--- src/rtl/maj_net_pkg.sv ---
// Shared constants, cfg_data field layout and FSM state type for the MAJ network sequencer.
package maj_net_pkg;

    localparam int unsigned NUM_GATES = 8;
    localparam int unsigned N_IN      = 7;
    localparam int unsigned N_PAT     = 128;

    // cfg_data = {inv[2:0], sel2[3:0], sel1[3:0], sel0[3:0]}
    localparam int unsigned SEL_W    = 4;
    localparam int unsigned INV_W    = 3;
    localparam int unsigned CFG_W    = INV_W + 3 * SEL_W;
    localparam int unsigned SEL0_OFS = 0;
    localparam int unsigned SEL1_OFS = 4;
    localparam int unsigned SEL2_OFS = 8;
    localparam int unsigned INV_OFS  = 12;

    // Operand select codes
    localparam logic [SEL_W-1:0] SEL_X0   = 4'd0;
    localparam logic [SEL_W-1:0] SEL_X1   = 4'd1;
    localparam logic [SEL_W-1:0] SEL_X2   = 4'd2;
    localparam logic [SEL_W-1:0] SEL_X3   = 4'd3;
    localparam logic [SEL_W-1:0] SEL_X4   = 4'd4;
    localparam logic [SEL_W-1:0] SEL_X5   = 4'd5;
    localparam logic [SEL_W-1:0] SEL_X6   = 4'd6;
    localparam logic [SEL_W-1:0] SEL_ZERO = 4'd7;
    localparam logic [SEL_W-1:0] SEL_W0   = 4'd8;

    typedef enum logic [1:0] {
        IDLE,
        EVAL,
        NEXT,
        FIN
    } state_e;

    function automatic logic maj3(input logic a, input logic b, input logic c);
        return (a & b) | (a & c) | (b & c);
    endfunction

endpackage

--- src/rtl/maj_operand_unit.sv ---
// Combinational gate evaluator: three operand muxes over {x, 0, w}, per-operand inversion, MAJ-3.
module maj_operand_unit
    import maj_net_pkg::*;
(
    input  logic [CFG_W-1:0]     desc,
    input  logic [N_IN-1:0]      x,
    input  logic [NUM_GATES-1:0] w,
    output logic                 y
);

    logic [7:0]       x_pool;
    logic [SEL_W-1:0] sel;
    logic [2:0]       opnd;

    // Select and optionally invert each operand, then take the majority
    always_comb begin
        // Padding x with a zero at index 7 makes code SEL_ZERO fall out of the x mux
        x_pool = {1'b0, x};
        sel    = '0;
        opnd   = '0;
        for (int unsigned k = 0; k < 3; k++) begin
            sel     = desc[SEL0_OFS + k * SEL_W +: SEL_W];
            opnd[k] = (sel[3] ? w[sel[2:0]] : x_pool[sel[2:0]]) ^ desc[INV_OFS + k];
        end
        y = maj3(opnd[0], opnd[1], opnd[2]);
    end

endmodule

--- src/rtl/maj_net_sequencer.sv ---
// Time-multiplexed MAJ-3 network evaluator: descriptor and w regfiles, counters, FSM, truth table.
module maj_net_sequencer
    import maj_net_pkg::*;
(
    input  logic             clk,
    input  logic             rst,
    input  logic             cfg_we,
    input  logic [2:0]       cfg_addr,
    input  logic [CFG_W-1:0] cfg_data,
    input  logic             len_we,
    input  logic [3:0]       cfg_len,
    input  logic             start,
    input  logic             mode,
    input  logic [N_IN-1:0]  x_in,
    output logic             busy,
    output logic             done,
    output logic             out,
    output logic [N_PAT-1:0] tt,
    output logic             tt_valid
);

    state_e                 state_q, state_d;
    logic [CFG_W-1:0]       desc_q [NUM_GATES];
    logic [CFG_W-1:0]       desc_d [NUM_GATES];
    logic [3:0]             len_q, len_d;
    logic [NUM_GATES-1:0]   w_q, w_d;
    logic [2:0]             g_q, g_d;
    logic [N_IN-1:0]        pat_q, pat_d;
    logic                   mode_q, mode_d;
    logic                   out_q, out_d;
    logic [N_PAT-1:0]       tt_q, tt_d;
    logic                   tt_valid_q, tt_valid_d;
    logic                   done_q, done_d;
    logic                   busy_q, busy_d;

    logic [2:0]             last_g;
    logic                   w_last;
    logic                   gate_y;

    maj_operand_unit u_opnd (
        .desc (desc_q[g_q]),
        .x    (pat_q),
        .w    (w_q),
        .y    (gate_y)
    );

    // Next-state and datapath updates for the sequencing FSM
    always_comb begin
        state_d    = state_q;
        desc_d     = desc_q;
        len_d      = len_q;
        w_d        = w_q;
        g_d        = g_q;
        pat_d      = pat_q;
        mode_d     = mode_q;
        out_d      = out_q;
        tt_d       = tt_q;
        tt_valid_d = tt_valid_q;
        done_d     = 1'b0;
        busy_d     = busy_q;

        last_g = 3'(len_q - 4'd1);
        w_last = w_q[last_g];

        case (state_q)
            IDLE: begin
                if (cfg_we) begin
                    desc_d[cfg_addr] = cfg_data;
                end
                if (len_we && (cfg_len != 4'd0) && (cfg_len <= 4'd8)) begin
                    len_d = cfg_len;
                end
                if (start) begin
                    mode_d     = mode;
                    pat_d      = mode ? '0 : x_in;
                    g_d        = '0;
                    w_d        = '0;
                    tt_valid_d = 1'b0;
                    busy_d     = 1'b1;
                    state_d    = EVAL;
                end
            end
            EVAL: begin
                w_d[g_q] = gate_y;
                if (g_q != last_g) begin
                    g_d = g_q + 3'd1;
                end else begin
                    state_d = mode_q ? NEXT : FIN;
                end
            end
            NEXT: begin
                tt_d[pat_q] = w_last;
                if (pat_q == 7'd127) begin
                    state_d = FIN;
                end else begin
                    pat_d   = pat_q + 7'd1;
                    g_d     = '0;
                    w_d     = '0;
                    state_d = EVAL;
                end
            end
            FIN: begin
                if (mode_q) begin
                    tt_valid_d = 1'b1;
                end else begin
                    out_d = w_last;
                end
                done_d  = 1'b1;
                busy_d  = 1'b0;
                state_d = IDLE;
            end
            default: state_d = IDLE;
        endcase
    end

    // State register with synchronous reset to defaults
    always_ff @(posedge clk) begin
        if (rst) begin
            state_q    <= IDLE;
            desc_q     <= '{default: '0};
            len_q      <= 4'd1;
            w_q        <= '0;
            g_q        <= '0;
            pat_q      <= '0;
            mode_q     <= 1'b0;
            out_q      <= 1'b0;
            tt_q       <= '0;
            tt_valid_q <= 1'b0;
            done_q     <= 1'b0;
            busy_q     <= 1'b0;
        end else begin
            state_q    <= state_d;
            desc_q     <= desc_d;
            len_q      <= len_d;
            w_q        <= w_d;
            g_q        <= g_d;
            pat_q      <= pat_d;
            mode_q     <= mode_d;
            out_q      <= out_d;
            tt_q       <= tt_d;
            tt_valid_q <= tt_valid_d;
            done_q     <= done_d;
            busy_q     <= busy_d;
        end
    end

    assign busy     = busy_q;
    assign done     = done_q;
    assign out      = out_q;
    assign tt       = tt_q;
    assign tt_valid = tt_valid_q;

endmodule

--- config.mk ---
export PLATFORM = sky130hd
export DESIGN_NAME = maj_net_sequencer
export DESIGN_NICKNAME = d
export VERILOG_FILES = /design/src/rtl/maj_net_pkg.sv /design/src/rtl/maj_operand_unit.sv /design/src/rtl/maj_net_sequencer.sv
export SDC_FILE = /design/constraint.sdc
export NUM_CORES = 1
export LEC_CHECK = 0
export CORE_MARGIN = 3
export CORE_UTILIZATION = 57
export CTS_BUF_LIST = sky130_fd_sc_hd__clkbuf_4
export DETAILED_ROUTE_END_ITERATION = 10
export GPL_ROUTABILITY_DRIVEN = 0
export GPL_TIMING_DRIVEN = 0
export MAX_ROUTING_LAYER = met4
export PLACE_DENSITY = 0.92
export SETUP_SLACK_MARGIN = 0.4
export SYNTH_ARGS = -nofsm -noshare
export SYNTH_HDL_FRONTEND = slang
export SYNTH_SLANG_ARGS = --single-unit
--- constraint.sdc ---
create_clock -name clk -period 4.5 [get_ports clk]
set_input_delay 0.9 -clock clk [delete_from_list [all_inputs] [get_ports clk]]
set_output_delay 0.9 -clock clk [all_outputs]
set_load 0.005 [all_outputs]
Figure 1. Power grid.
The bar under the picture is 50 microns long. Pins as bars on the die edge.
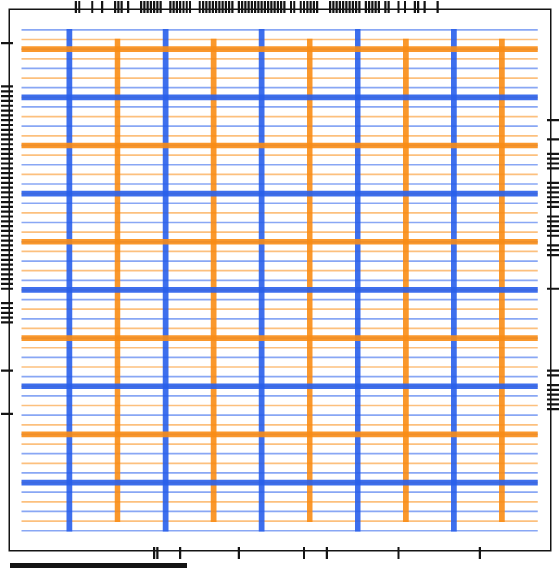
Key: orange = VDD; blue = VSS
53 met1 rails follow the rows. 10 straps on met4. 10 straps on met5. The core has 52 rows. 167 signal pins sit on the boundary.
worst vdd rail ir drop: 0.000222 V
chip height: 152 microns
core area: 20,600 sq um

Figure 2. Cell classes on the final placement.
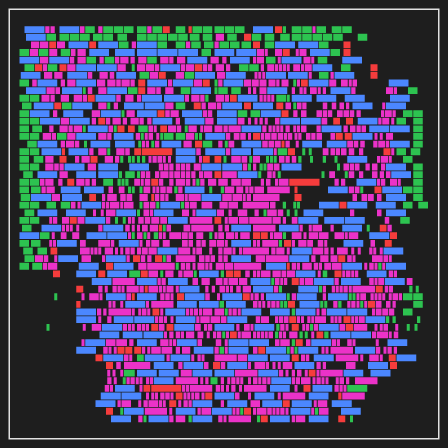
Key: red = clock drivers and dummy loads [cells 122, share of their area 6.4%]; blue = flip-flops [cells 276, share of their area 38%]; magenta = all other logic [cells 999, share of their area 42%]; green = other buffers and delay cells [cells 285, share of their area 14%]
sequential share of cell area: 0.368
Final Util: 0.729

==> results.py <==
# Physical implementation metrics
metrics = {
    "status": {
        "status": "finished, violations left",
        "violations": "DRC",
    },
    "routing": {
        "drt-vias-per-instance": 6.51,
        "drt_iter0_drc": 1867,
        "num_vias": 12700,
        "drc_errors": 1,
        "wl_met3_mm": 5.92,
        "drtPass1Iterations": 11,
    },
    "layout": {
        "layout.nonclk_buf_frac": 0.137,
        "n_all_inverters": 10,
        "fin_nets": 1673,
        "comb_share": 0.408,
        "final_cell_area_sq_um": 15000,
        "register_area_sq_um": 5530,
        "lay_top_count": "dfxtp_1",
        "num_antenna_cells": 3,
        "signal_buffers": 285,
        "syn2layout_area_growth_pct": 22.9,
        "comb_area_sq_um": 6120,
        "flops": 276,
        "logic_gates": 989,
        "fin_cells": 1955,
        "nClkBuffers": 108,
    },
    "placement": {
        "place.port_buffers": 150,
        "dp_cells": 1830,
        "pre_cts_ws_ps": 964,
    },
    "global_route": {
        "grt_pass1_vias": 12300,
        "grt_use_met1": 0.439,
        "grtUsageMet3": 0.0963,
        "top_usage_layer": "met2",
        "grt_usage": 0.349,
    },
    "setup_path": {
        "crit_path_start_kind": "register",
        "cp_slowest_cell": "mux4_1",
        "crit_end": "w_q[4]",
        "crit_type": "register to register",
        "worst-path-buf-inv": 1,
        "setup.worst_path.end_class": "register",
        "cp.depth": 8,
        "crit_chain": "buf_6 -> mux4_2 -> mux2i_2 -> mux4_1 -> mux4_2 -> xnor2_4 -> nand3_1 -> o211ai_2",
        "required_ps": 5100,
        "rr_endpoint": "w_q[4]",
        "cp_common_cell": "mux4_2",
        "timing.rr.start": "g_q[0]",
        "crit_arrival_ps": 4180,
    },
    "timing": {
        "tightest_slew_ps": 1270,
        "drv_slew": 0,
        "worst_slack_ps": 912,
        "fin_worst_skew_ps": 65.1,
        "fin_tns_setup_ps": 0,
        "min_period_ps": 3590,
        "fmax_ghz": 0.279,
    },
    "synth": {
        "top_cells_by_area": "dfxtp_1 (45%), a21oi_1 (8.4%), nand2_1 (6.8%), a311oi_1 (5.5%), mux2i_1 (4.6%)",
        "largest_area_cell": "dfxtp_1",
        "netlist_area_sq_um": 12200,
        "adder_share": 0.00307,
        "yosys.area.top_type_share": 0.452,
        "ys_sh_mux": 0.106,
        "synthSimpleGateAreaFrac": 0.176,
        "synthCells": 1410,
        "ys_seq_frac": 0.452,
        "ys_area_sq_um": 12200,
        "synth-xor-area-share": 0.0101,
        "edf_count": 0,
        "flop_cell": "dfxtp_1",
    },
    "cts": {
        "post_cts_resized": 0,
        "cts.clk_slew.worst_paths_ps": 60,
        "cts_made_buffers": 73,
        "cts_setup_buffers": 0,
        "cts-root-buf": "clkbuf_4",
        "cts_max_path_buffers": 3,
    },
    "die": {
        "die-area_sq_um": 23300,
        "rows": 52,
        "die_w_microns": 152,
        "ios": 167,
    },
    "power": {
        "switching_share": 0.273,
        "intPower_uw": 3910,
        "power_density_nw_per_um2": 358,
        "p_leak_uw": 0.00521,
        "pg_comb_uw": 551,
        "power.group.top": "registers",
        "seqPwrFrac": 0.466,
        "power.total_uw": 5380,
    },
    "worst_hold_path": {
        "hp-class": "register to register",
        "worstHoldStart": "desc_q[21]",
        "hold_depth": 2,
    },
}
Power figures rest on the tool's default switching activity, not on a simulated workload.
